## config.mk

```make
export PLATFORM = sky130hd
export DESIGN_NAME = ps2_scancode_rx_fifo
export DESIGN_NICKNAME = d
export VERILOG_FILES = /design/src/rtl/ps2_scancode_rx_fifo.sv
export SDC_FILE = /design/constraint.sdc
export NUM_CORES = 1
export LEC_CHECK = 0
export CAP_MARGIN = 15
export CORE_ASPECT_RATIO = 1.1
export CORE_UTILIZATION = 33
export CTS_BUF_LIST = sky130_fd_sc_hd__clkbuf_2 sky130_fd_sc_hd__clkbuf_4 sky130_fd_sc_hd__clkbuf_8
export DETAILED_ROUTE_END_ITERATION = 6
export PLACE_DENSITY = 0.6
export SKIP_CTS_REPAIR_TIMING = 1
export SYNTH_ARGS = -nofsm -noshare
export SYNTH_HDL_FRONTEND = slang
export SYNTH_SLANG_ARGS = --single-unit
```

## constraint.sdc

```tcl
create_clock -name clk -period 3.75 [get_ports clk]
set_input_delay 0.75 -clock clk [delete_from_list [all_inputs] [get_ports clk]]
set_output_delay 0.75 -clock clk [all_outputs]
set_load 0.05 [all_outputs]
```

## src/rtl/ps2_scancode_rx_fifo.sv

```systemverilog
// PS/2 device-to-host receiver: pin filtering, frame deframing with parity/stop checks,
// E0/F0 prefix merging into key events, and a first-word-fall-through event FIFO.
module ps2_scancode_rx_fifo #(
  parameter int FILTER_LEN     = 4,
  parameter int TIMEOUT_CYCLES = 50000,
  parameter int DEPTH          = 8,
  parameter bit RAW_MODE       = 1'b0,
  parameter bit CHECK_STOP     = 1'b1
) (
  input  logic                     clk,
  input  logic                     rst,
  input  logic                     ps2c,
  input  logic                     ps2d,
  output logic                     ev_valid,
  input  logic                     ev_ready,
  output logic [7:0]               ev_code,
  output logic                     ev_ext,
  output logic                     ev_brk,
  output logic [$clog2(DEPTH):0]   ev_count,
  output logic [7:0]               curr_code,
  output logic [7:0]               prev_code,
  output logic                     parity_err,
  output logic                     frame_err,
  output logic                     overflow
);

  localparam int AW = $clog2(DEPTH);
  localparam int CW = AW + 1;
  localparam int FW = $clog2(FILTER_LEN + 1);
  localparam int TW = $clog2(TIMEOUT_CYCLES + 1);
  localparam logic [FW-1:0] FILT_MAX = FW'(FILTER_LEN - 1);
  localparam logic [TW-1:0] TMO_MAX  = TW'(TIMEOUT_CYCLES - 1);

  typedef enum logic [1:0] {IDLE, DATA, PARITY, STOP} state_t;

  function automatic logic parity_ok(input logic [7:0] b, input logic p);
    return ^{b, p};
  endfunction

  // Stage: two-flop synchronisers and glitch filters (bus idles high)
  logic c_sync_p0, c_sync_p1, d_sync_p0, d_sync_p1;
  logic c_filt, d_filt, c_filt_q;
  logic [FW-1:0] c_cnt, d_cnt;
  logic fall;

  always_ff @(posedge clk) begin
    if (rst) begin
      c_sync_p0 <= 1'b1;
      c_sync_p1 <= 1'b1;
      d_sync_p0 <= 1'b1;
      d_sync_p1 <= 1'b1;
      c_filt    <= 1'b1;
      d_filt    <= 1'b1;
      c_filt_q  <= 1'b1;
      c_cnt     <= '0;
      d_cnt     <= '0;
    end else begin
      c_sync_p0 <= ps2c;
      c_sync_p1 <= c_sync_p0;
      d_sync_p0 <= ps2d;
      d_sync_p1 <= d_sync_p0;
      c_filt_q  <= c_filt;
      if (c_sync_p1 == c_filt) c_cnt <= '0;
      else if (c_cnt == FILT_MAX) begin
        c_filt <= c_sync_p1;
        c_cnt  <= '0;
      end else c_cnt <= c_cnt + FW'(1);
      if (d_sync_p1 == d_filt) d_cnt <= '0;
      else if (d_cnt == FILT_MAX) begin
        d_filt <= d_sync_p1;
        d_cnt  <= '0;
      end else d_cnt <= d_cnt + FW'(1);
    end
  end

  assign fall = c_filt_q & ~c_filt;

  // Stage: frame FSM
  state_t state, state_nx;
  logic [2:0] bit_cnt, bit_cnt_nx;
  logic [7:0] shreg, shreg_nx;
  logic par, par_nx;
  logic [TW-1:0] tmo, tmo_nx;
  logic ok_nx, perr_nx, ferr_nx;

  always_comb begin
    state_nx   = state;
    bit_cnt_nx = bit_cnt;
    shreg_nx   = shreg;
    par_nx     = par;
    ok_nx      = 1'b0;
    perr_nx    = 1'b0;
    ferr_nx    = 1'b0;
    tmo_nx     = (state == IDLE || fall) ? '0 : tmo + TW'(1);
    case (state)
      IDLE: if (fall && !d_filt) begin
        state_nx   = DATA;
        bit_cnt_nx = 3'd0;
      end
      DATA: if (fall) begin
        shreg_nx   = {d_filt, shreg[7:1]};
        bit_cnt_nx = bit_cnt + 3'd1;
        if (bit_cnt == 3'd7) state_nx = PARITY;
      end
      PARITY: if (fall) begin
        par_nx   = d_filt;
        state_nx = STOP;
      end
      STOP: if (fall) begin
        state_nx = IDLE;
        if (!parity_ok(shreg, par)) perr_nx = 1'b1;
        else if (CHECK_STOP && !d_filt) ferr_nx = 1'b1;
        else ok_nx = 1'b1;
      end
      default: state_nx = IDLE;
    endcase
    // A stalled clock mid-frame abandons the partial byte
    if (state != IDLE && !fall && tmo == TMO_MAX) begin
      state_nx = IDLE;
      ferr_nx  = 1'b1;
      ok_nx    = 1'b0;
      tmo_nx   = '0;
    end
  end

  // Stage p0: completed byte and error pulses
  logic vld_p0, perr_p0, ferr_p0;
  logic [7:0] byte_p0;

  always_ff @(posedge clk) begin
    if (rst) begin
      state   <= IDLE;
      bit_cnt <= 3'd0;
      tmo     <= '0;
      vld_p0  <= 1'b0;
      perr_p0 <= 1'b0;
      ferr_p0 <= 1'b0;
    end else begin
      state   <= state_nx;
      bit_cnt <= bit_cnt_nx;
      tmo     <= tmo_nx;
      vld_p0  <= ok_nx;
      perr_p0 <= perr_nx;
      ferr_p0 <= ferr_nx;
    end
  end

  always_ff @(posedge clk) begin
    shreg   <= shreg_nx;
    par     <= par_nx;
    byte_p0 <= shreg;
  end

  // Stage p1: prefix merge and FIFO push
  logic ext_pend, brk_pend, ext_nx, brk_nx;
  logic push_req;
  logic [9:0] push_ev;

  always_comb begin
    ext_nx   = ext_pend;
    brk_nx   = brk_pend;
    push_req = 1'b0;
    push_ev  = {ext_pend, brk_pend, byte_p0};
    if (perr_p0 || ferr_p0) begin
      ext_nx = 1'b0;
      brk_nx = 1'b0;
    end else if (vld_p0) begin
      if (RAW_MODE) begin
        push_req = 1'b1;
        push_ev  = {2'b00, byte_p0};
      end else if (byte_p0 == 8'hE0) ext_nx = 1'b1;
      else if (byte_p0 == 8'hF0) brk_nx = 1'b1;
      else begin
        push_req = 1'b1;
        ext_nx   = 1'b0;
        brk_nx   = 1'b0;
      end
    end
  end

  logic [9:0] mem [DEPTH];
  logic [AW-1:0] wr_ptr, rd_ptr;
  logic [CW-1:0] count;
  logic full, pop, do_push;
  logic [9:0] head;

  assign full    = (count == CW'(DEPTH));
  assign pop     = ev_valid & ev_ready;
  assign do_push = push_req & (~full | pop);

  always_ff @(posedge clk) begin
    if (do_push) mem[wr_ptr] <= push_ev;
  end

  always_ff @(posedge clk) begin
    if (rst) begin
      wr_ptr    <= '0;
      rd_ptr    <= '0;
      count     <= '0;
      overflow  <= 1'b0;
      ext_pend  <= 1'b0;
      brk_pend  <= 1'b0;
      curr_code <= 8'h00;
      prev_code <= 8'h00;
    end else begin
      ext_pend <= ext_nx;
      brk_pend <= brk_nx;
      overflow <= push_req & full & ~pop;
      if (do_push) wr_ptr <= wr_ptr + AW'(1);
      if (pop) rd_ptr <= rd_ptr + AW'(1);
      case ({do_push, pop})
        2'b10:   count <= count + CW'(1);
        2'b01:   count <= count - CW'(1);
        default: count <= count;
      endcase
      // Make codes track the display even when the FIFO drops the event
      if (push_req && !push_ev[8]) begin
        prev_code <= curr_code;
        curr_code <= push_ev[7:0];
      end
    end
  end

  assign head       = mem[rd_ptr];
  assign ev_valid   = (count != '0);
  assign ev_code    = ev_valid ? head[7:0] : 8'h00;
  assign ev_brk     = ev_valid & head[8];
  assign ev_ext     = ev_valid & head[9];
  assign ev_count   = count;
  assign parity_err = perr_p0;
  assign frame_err  = ferr_p0;

endmodule

```

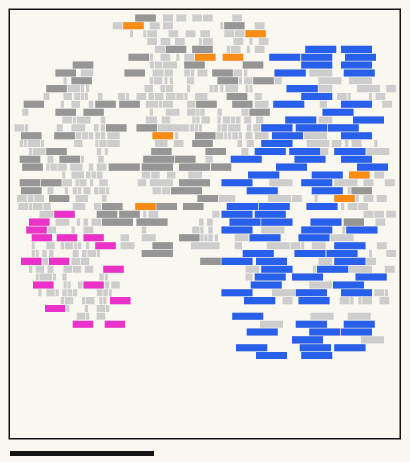
flops_by_reg.png
Scale bar: 50 um. Other sequential cells in the stronger gray, the rest of the logic in the fainter gray.
`mem` -> blue  # sequential cells 80
`tmo` -> magenta  # sequential cells 16, where left middle
`curr_code` -> orange  # sequential cells 8
not colored = 62

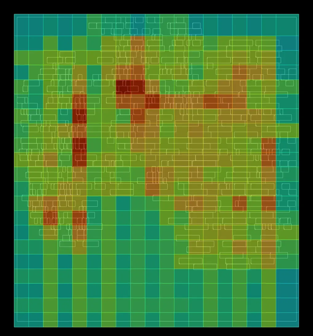
congestion.png
total global routing track utilization: 12.7%
global-route met2 utilization: 21.0%
global-route track usage on met1: 15.8%
WL per Instance: 15.2 um

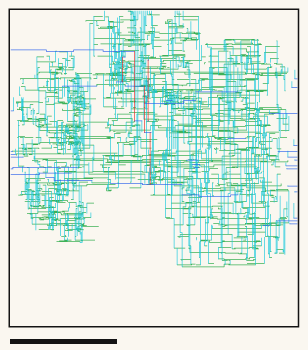
wires.png
Scale bar: 50 um.
metal 1 -> green  # wire length 5,400 um
metal 3 -> blue  # wire length 384 um
metal 2 -> cyan  # wire length 5,870 um
metal 4 -> red  # wire length 119 um
routed wire length: 11,800 um
detailed-route via count: 3,629

## state kept, by name, indices dropped and copies added, names as in the netlist, 2 cells and up, named ones only
register	cells
mem	80
wr_ptr	3
tmo	16
ev_count	4
d_cnt	3
curr_code	8
byte_p0	8
prev_code	8
state	2
bit_cnt	3
rd_ptr	3
shreg	8
c_cnt	3
## per-layer routing
layer  vias up  track usage, %  part of all wire [%]
li1       1771               -                     -
met1      1795            15.8                    46
met2        52            21.0                    50
met5         -               0                     0
met4         0            3.99                   1.0
met3        11            3.89                   3.3
## worst max-delay path, stage by stage (launching register included)
cell and delay [ns]:
dfxtp_1 0.31, buf_4 0.36, mux4_2 0.55, mux2i_1 0.20
nor2_1 0.07, clkdlybuf4s50_1 0.70
==> changes_impl.md <==
### Metrics

* Worst hold path startpoint: shreg[0]$_DFFE_PP_
* Total Nets Final at 536
* Logic gate fraction of the total cell area at 27.9%
* Dominant kind of cell by area: flip-flops and latches
* Setup TNS after final layout at 0 ns
* Worst-case headroom to the max-slew limit at 53.5%
* Cell depth of the worst flop-to-flop path at 8
* Maximum number of pins on one net before global-route repair at 44
* Syn-to-layout area delta at 17.1%
* Count of filler cells inserted in the layout at 1,816
* Leading cell types by total area after synthesis: edfxtp_1, dfxtp_1, mux4_2
* Mux cell area share at 12.4%
* Count of H-tree levels built during CTS at 4
* CTS buffer count at 17
* Fraction of layout cells with a size suffix above 1 at 14.2%
* XOR/XNOR Fraction of Synth Area at 4.17%
* Total leakage power at 0.00262 uW
* Library cell with the highest instance count after synthesis: edfxtp_1
* Internal cell power at 2490 uW
* Iteration count of the initial detailed-routing pass at 4
* Top cells excl fill/tap: edfxtp_1, dfxtp_1, nor2_1
* Distinct cells, synth at 42
* Synthesized instance count at 462
* Top-level I/O count at 39
* Maximum fanout encountered on the critical timing path at 20
* Detailed Place HPWL at 7850 um
* Combinational Gates at 267
* Wire length of the first global-routing pass at 19,000 um
* Post-Syn Nets at 481
* Violation count after the first detailed-route iteration at 123
* Class of the tightest hold or removal check: reg2reg
* Portion of total power attributed to sequential cells at 60.2%
* PwrDens at 422 nW/um2
* DRT antenna net count at 0
* Count of antenna diodes in the layout at 0
* Final-layout clock buffer total at 21
* Number of maximum-capacitance constraint violations at 0
* Synthesized area per cell at 13.9 um2
* Cell area after layout at 7520 um2
* Most frequently used flop master after synthesis: edfxtp_1
* Comb pwr share at 2.6%
* DRC violations left at 0
* RSZ-0062 raised after global routing: no
* Sum of internal, switching and leakage power at 3170 uW
* Status: completed
* Transition time at the pin with the least slew margin at 0.697 ns
* Register share after synthesis at 65.6%
* Synth Warn # at 0
* Die span in y at 148 um
* Netlist area before placement at 6420 um2
* Antenna violations before repair at 0
* Latency at later pin at 0.44 ns
* Internal reg-to-reg setup slack at 1.07 ns
* Capture endpoint of the worst hold path: byte_p0[0]$_DFF_P_
* Signal buffers at 51
* Master cell of the clock root buffer: clkbuf_8
* Number of cells traversed by the worst hold path at 0
* Clock input transition at the sequential cells of the worst setup and hold paths at 0.08 ns
* Pre-CTS setup slack at 0.808 ns
* FF+latch count at 166
* Post-Synth AOI/OAI Area at 2.24%
* Signal inverters at 14
* Layout Utilization at 39.4%
* WP data arrival at 2.64 ns
* Crit start category: flip-flop
* Area fraction of the dominant cell type after synthesis at 41.6%
* Power in the clock group at 1180 uW
* Worst-case hold slack at 0.403 ns
* Top logic family: multiplexers
* Initial core utilization at 33.6%
* Finish-stage setup viols at 0
* Flops & latches, synth at 166
* Reported combinational group power at 81.7 uW
* Routability congestion estimate from global placement at 0.721
* Area enclosed by the die boundary at 20,000 um2
* FF-to-FF End: ev_count[2]$_SDFFE_PP0P_
* Layout buffering overhead excluding clock cells at 6.36%
* Non-filler instance count after layout at 777
* Most area-hungry cell type in the Yosys netlist: edfxtp_1
* Post-place instance area at 7150 um2
* Ys async rst share at 0%
* Maximum clock path buffer count at 2
* Peak ir drop on the vdd network at 403 uV
* Most used logic cell in the final layout: edfxtp_1
* Element type at the critical path end: output pin
* Reg2Reg Launch Point: byte_p0[0]$_DFF_P_
* Via count of the first global-routing pass at 3,637
* Number of tapcells at 247
* Total number of warnings across the stage logs at 29
* Switching power as a share of total power at 21.5%
* Logic area at 2100 um2
* Power share of the clock group at 37.2%
* Row cnt at 53
* Vias/cell at 4.67
* Post-synthesis chip area from yosys at 6420 um2
* Final max-slew violation count at 0
* Endpoint of the worst setup timing path: ev_brk
* Post-placement cell count at 745
* Power consumed by sequential cells at 1910 uW
* Number of enable-type register cells in the synthesized netlist at 89
* Clock sinks at 166
* Simple-Gate Area Share at 11.0%
* Clock-cell share of area at 4.88%
* Power group with the highest consumption: registers
* Die width at 135 um
* Core Box Area at 19,100 um2
Power and IR drop assume default switching activity.
